**Power grid**

Scale bar: 100 um. Pins as bars on the die edge. Tap cells in grey.
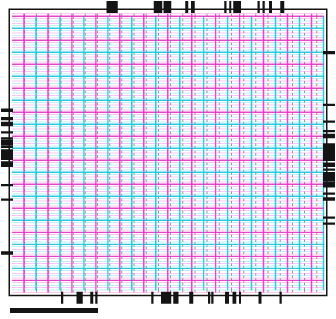
**Cell classes on the final placement**

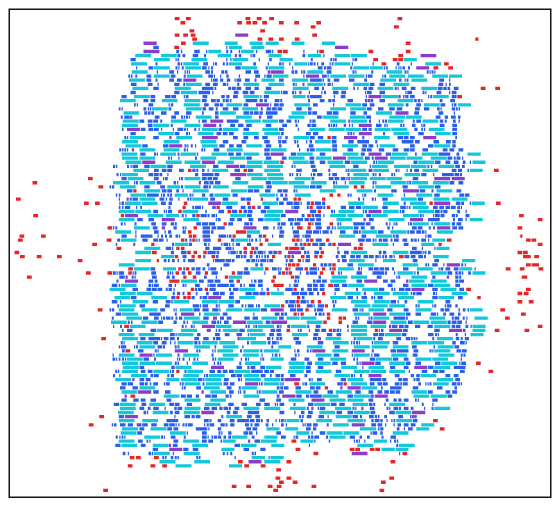
### src/rtl/tdp_ram_pkg.sv
// Shared types and helpers for the true dual-port byte-enable RAM.
//   rd_mode_e   : same-port read-during-write behaviour
//   clr_state_e : post-reset clear sequencer states
//   byte_merge  : overlay enabled bytes of a new word onto an old word
package tdp_ram_pkg;

  typedef enum logic {
    READ_FIRST  = 1'b0,
    WRITE_FIRST = 1'b1
  } rd_mode_e;

  typedef enum logic {
    CLEAR = 1'b0,
    READY = 1'b1
  } clr_state_e;

  // byte_merge works on the widest supported word; callers zero-extend
  // their operands and truncate the result back to their own width.
  localparam int MAX_DW = 256;
  localparam int MAX_NB = MAX_DW / 8;

  function automatic logic [MAX_DW-1:0] byte_merge(
    input logic [MAX_DW-1:0] old_w,
    input logic [MAX_DW-1:0] new_w,
    input logic [MAX_NB-1:0] be
  );
    logic [MAX_DW-1:0] m;
    m = old_w;
    for (int i = 0; i < MAX_NB; i++) begin
      if (be[i]) m[8*i +: 8] = new_w[8*i +: 8];
    end
    return m;
  endfunction

endpackage

### src/rtl/tdp_ram_rd_port.sv
// Per-port read path: selects old or merged word, holds it between
// accesses, flags dvalid for one cycle per access, optional extra stage.
//   clk, rst_n : clock, async active-low reset
//   acc_i      : access accepted this cycle (enable gated by clear FSM)
//   we_i, be_i : write flag and byte enables of the access
//   din_i      : write data of the access
//   old_i      : current array contents at the access address
//   dout_o     : read data
//   dvalid_o   : dout_o updated this cycle
module tdp_ram_rd_port
  import tdp_ram_pkg::*;
#(
  parameter int       D_WIDTH = 32,
  parameter rd_mode_e RD_MODE = READ_FIRST,
  parameter bit       OUT_REG = 1'b0
) (
  input  logic                 clk,
  input  logic                 rst_n,
  input  logic                 acc_i,
  input  logic                 we_i,
  input  logic [D_WIDTH/8-1:0] be_i,
  input  logic [D_WIDTH-1:0]   din_i,
  input  logic [D_WIDTH-1:0]   old_i,
  output logic [D_WIDTH-1:0]   dout_o,
  output logic                 dvalid_o
);

  logic [D_WIDTH-1:0] rdata_d, rdata_q;
  logic               valid_q;

  always_comb begin
    // NOTE: defaulting to the held value first keeps this purely
    // combinational; any path that skipped an assignment would infer a latch.
    rdata_d = rdata_q;
    if (acc_i) begin
      if (RD_MODE == WRITE_FIRST && we_i) begin
        rdata_d = D_WIDTH'(byte_merge(MAX_DW'(old_i), MAX_DW'(din_i), MAX_NB'(be_i)));
      end else begin
        rdata_d = old_i;
      end
    end
  end

  // NOTE: sequential state uses non-blocking assignments so every register
  // samples pre-edge values regardless of statement order.
  always_ff @(posedge clk or negedge rst_n) begin
    if (!rst_n) begin
      rdata_q <= '0;
      valid_q <= 1'b0;
    end else begin
      rdata_q <= rdata_d;
      valid_q <= acc_i;
    end
  end

  generate
    if (OUT_REG) begin : g_out_reg
      logic [D_WIDTH-1:0] dout_q;
      logic               dvalid_q;
      // Stage 1 already holds between accesses, so a free-running copy
      // preserves the hold behaviour one cycle later.
      always_ff @(posedge clk or negedge rst_n) begin
        if (!rst_n) begin
          dout_q   <= '0;
          dvalid_q <= 1'b0;
        end else begin
          dout_q   <= rdata_q;
          dvalid_q <= valid_q;
        end
      end
      assign dout_o   = dout_q;
      assign dvalid_o = dvalid_q;
    end else begin : g_no_out_reg
      assign dout_o   = rdata_q;
      assign dvalid_o = valid_q;
    end
  endgenerate

endmodule

### src/rtl/tdp_ram_be.sv
// True dual-port synchronous RAM with per-byte write enables, port-A
// priority on write collisions, and a post-reset clear sequencer.
//   clk, rst_n          : clock, async active-low reset
//   en_x, we_x          : access request / write select per port
//   be_x, add_x, din_x  : byte enables, address, write data per port
//   dout_x, dvalid_x    : read data and its update strobe per port
//   coll                : both ports wrote overlapping bytes of one address
//   init_busy           : clear sequence running, requests ignored
module tdp_ram_be
  import tdp_ram_pkg::*;
#(
  parameter int       A_WIDTH = 4,
  parameter int       D_WIDTH = 32,
  parameter rd_mode_e RD_MODE = READ_FIRST,
  parameter bit       OUT_REG = 1'b0
) (
  input  logic                 clk,
  input  logic                 rst_n,
  input  logic                 en_a,
  input  logic                 we_a,
  input  logic [D_WIDTH/8-1:0] be_a,
  input  logic [A_WIDTH-1:0]   add_a,
  input  logic [D_WIDTH-1:0]   din_a,
  output logic [D_WIDTH-1:0]   dout_a,
  output logic                 dvalid_a,
  input  logic                 en_b,
  input  logic                 we_b,
  input  logic [D_WIDTH/8-1:0] be_b,
  input  logic [A_WIDTH-1:0]   add_b,
  input  logic [D_WIDTH-1:0]   din_b,
  output logic [D_WIDTH-1:0]   dout_b,
  output logic                 dvalid_b,
  output logic                 coll,
  output logic                 init_busy
);

  localparam int DEPTH = 2 ** A_WIDTH;
  localparam int NB    = D_WIDTH / 8;

  logic [D_WIDTH-1:0] mem_q [DEPTH];

  clr_state_e         state_q, state_d;
  logic [A_WIDTH-1:0] clr_ptr_q, clr_ptr_d;
  logic               coll_q, coll_d;

  logic               acc_a, acc_b;
  logic [NB-1:0]      wr_be_a, wr_be_b_raw, wr_be_b;

  // ---------------- clear sequencer ----------------
  always_comb begin
    state_d   = state_q;
    clr_ptr_d = clr_ptr_q;
    case (state_q)
      CLEAR: begin
        clr_ptr_d = clr_ptr_q + A_WIDTH'(1);
        if (clr_ptr_q == A_WIDTH'(DEPTH - 1)) state_d = READY;
      end
      READY: ;
      default: state_d = CLEAR;
    endcase
  end

  assign init_busy = (state_q == CLEAR);
  assign acc_a     = en_a && !init_busy;
  assign acc_b     = en_b && !init_busy;

  // ---------------- write masks and collision ----------------
  assign wr_be_a     = (acc_a && we_a) ? be_a : '0;
  assign wr_be_b_raw = (acc_b && we_b) ? be_b : '0;
  // Port A owns every byte it enables on a shared address; B keeps the rest.
  assign wr_be_b     = (add_a == add_b) ? (wr_be_b_raw & ~wr_be_a) : wr_be_b_raw;
  assign coll_d      = (add_a == add_b) && |(wr_be_a & wr_be_b_raw);

  always_ff @(posedge clk or negedge rst_n) begin
    if (!rst_n) begin
      state_q   <= CLEAR;
      clr_ptr_q <= '0;
      coll_q    <= 1'b0;
    end else begin
      state_q   <= state_d;
      clr_ptr_q <= clr_ptr_d;
      coll_q    <= coll_d;
    end
  end

  assign coll = coll_q;

  // ---------------- storage ----------------
  // NOTE: the array has no reset so it maps onto block RAM; the clear
  // sequencer provides the known contents instead.
  always_ff @(posedge clk) begin
    if (state_q == CLEAR) begin
      mem_q[clr_ptr_q] <= '0;
    end else begin
      for (int i = 0; i < NB; i++) begin
        if (wr_be_a[i]) mem_q[add_a][8*i +: 8] <= din_a[8*i +: 8];
        if (wr_be_b[i]) mem_q[add_b][8*i +: 8] <= din_b[8*i +: 8];
      end
    end
  end

  // ---------------- read paths ----------------
  tdp_ram_rd_port #(.D_WIDTH(D_WIDTH), .RD_MODE(RD_MODE), .OUT_REG(OUT_REG)) u_rd_a (
    .clk      (clk),
    .rst_n    (rst_n),
    .acc_i    (acc_a),
    .we_i     (we_a),
    .be_i     (be_a),
    .din_i    (din_a),
    .old_i    (mem_q[add_a]),
    .dout_o   (dout_a),
    .dvalid_o (dvalid_a)
  );

  tdp_ram_rd_port #(.D_WIDTH(D_WIDTH), .RD_MODE(RD_MODE), .OUT_REG(OUT_REG)) u_rd_b (
    .clk      (clk),
    .rst_n    (rst_n),
    .acc_i    (acc_b),
    .we_i     (we_b),
    .be_i     (be_b),
    .din_i    (din_b),
    .old_i    (mem_q[add_b]),
    .dout_o   (dout_b),
    .dvalid_o (dvalid_b)
  );

endmodule
### config.mk
export PLATFORM = sky130hd
export DESIGN_NAME = tdp_ram_be
export DESIGN_NICKNAME = d
export VERILOG_FILES = /design/src/rtl/tdp_ram_pkg.sv /design/src/rtl/tdp_ram_rd_port.sv /design/src/rtl/tdp_ram_be.sv
export SDC_FILE = /design/constraint.sdc
export NUM_CORES = 1
export LEC_CHECK = 0
export CAP_MARGIN = 20
export CORE_ASPECT_RATIO = 0.9
export CORE_MARGIN = 2
export CORE_UTILIZATION = 30
export CTS_CLUSTER_DIAMETER = 120
export DETAILED_ROUTE_END_ITERATION = 10
export SLEW_MARGIN = 10
export SYNTH_ARGS = -nofsm -noshare
export SYNTH_HDL_FRONTEND = slang
export SYNTH_SLANG_ARGS = --single-unit
### constraint.sdc
create_clock -name clk -period 4.6 [get_ports clk]
set_input_delay 0.69 -clock clk [delete_from_list [all_inputs] [get_ports clk]]
set_output_delay 0.69 -clock clk [all_outputs]
set_load 0.005 [all_outputs]
==> flow_summary_export.csv <==
group,metric,value,unit
status,status,"finished, final reports clean",
finish,nNetsFinal,3125,
synth,simple_gate_share,9.66,%
power_and_ir_drop,power.leakage,0.0152,uW
die,fp_util,30.4,%
synth,yosys-top-cells-area,"edfxtp_1 45%, mux2i_1 13%, mux2_2 9.1%",
power_and_ir_drop,seqPwrFrac,45.7,%
cts,clk_path_buf_depth,3,
final_timing,fin_ws,0.927,ns
synth,synth.top_cell.area_share,45.4,%
global_routing,grt_pass1_vias,25447,
placed_design,dp.cells,4438,
worst_setup_path,crit_start,"en_b",
worst_setup_path,max_stage_delay,0.85,ns
finish,top_register,"mem_q",
finish,drive_gt1_share,21.6,%
cts,cts_tree,"done",
drt,viasPerCell,5.75,
cts,cts.clk_slew.worst_paths,0.06,ns
finish,layout.cells.non_filler,4567,
worst_setup_path,critPathCapture,"mem_q[3][13]",
synth,edf_count,512,
finish,num-fill-cells,10953,
cts,cts_setup_buffers,0,
global_routing,overflow,0,
synth,avgSynthCellArea,11.5,um^2
synth,ys.flops,584,
power_and_ir_drop,power_switching,3210,uW
global_routing,grt.total_usage,21.7,%
drt,vias,26272,
power_and_ir_drop,clock_net_power,5580,uW
flow_run,maxCapViolCount,0,
worst_setup_path,slowest_stage,"a211oi_2",
die,die_area,116000,um^2
final_timing,setup_tns,0,ns
placed_design,routabilityCongestion,0.901,
die,pin_count,154,
drt,drt-wirelength-per-cell,28.1,um
Back to the opening pictures, 'power grid':
Key: VDD = cyan; VSS = magenta
23 straps on met5. 117 met1 rails follow the rows. 26 straps on met4. 154 signal pins sit on the boundary.
VDD IR max: 0.232 mV
Die Width: 358 um
Core Area: 111,000 um^2
Die Y: 323 um

Back to the opening pictures, 'cell classes on the final placement':
Key: flops = cyan [cells 584, share of their area 45%]; other buffers and delay cells = red [cells 294, share of their area 7.0%]; combinational and other logic = blue [cells 2,092, share of their area 42%]; clock drivers and dummy loads = purple [cells 119, share of their area 5.9%]
design area: 39,800 um^2
Final Util: 35.7%
num rows: 116
Seq/total area: 43.2%

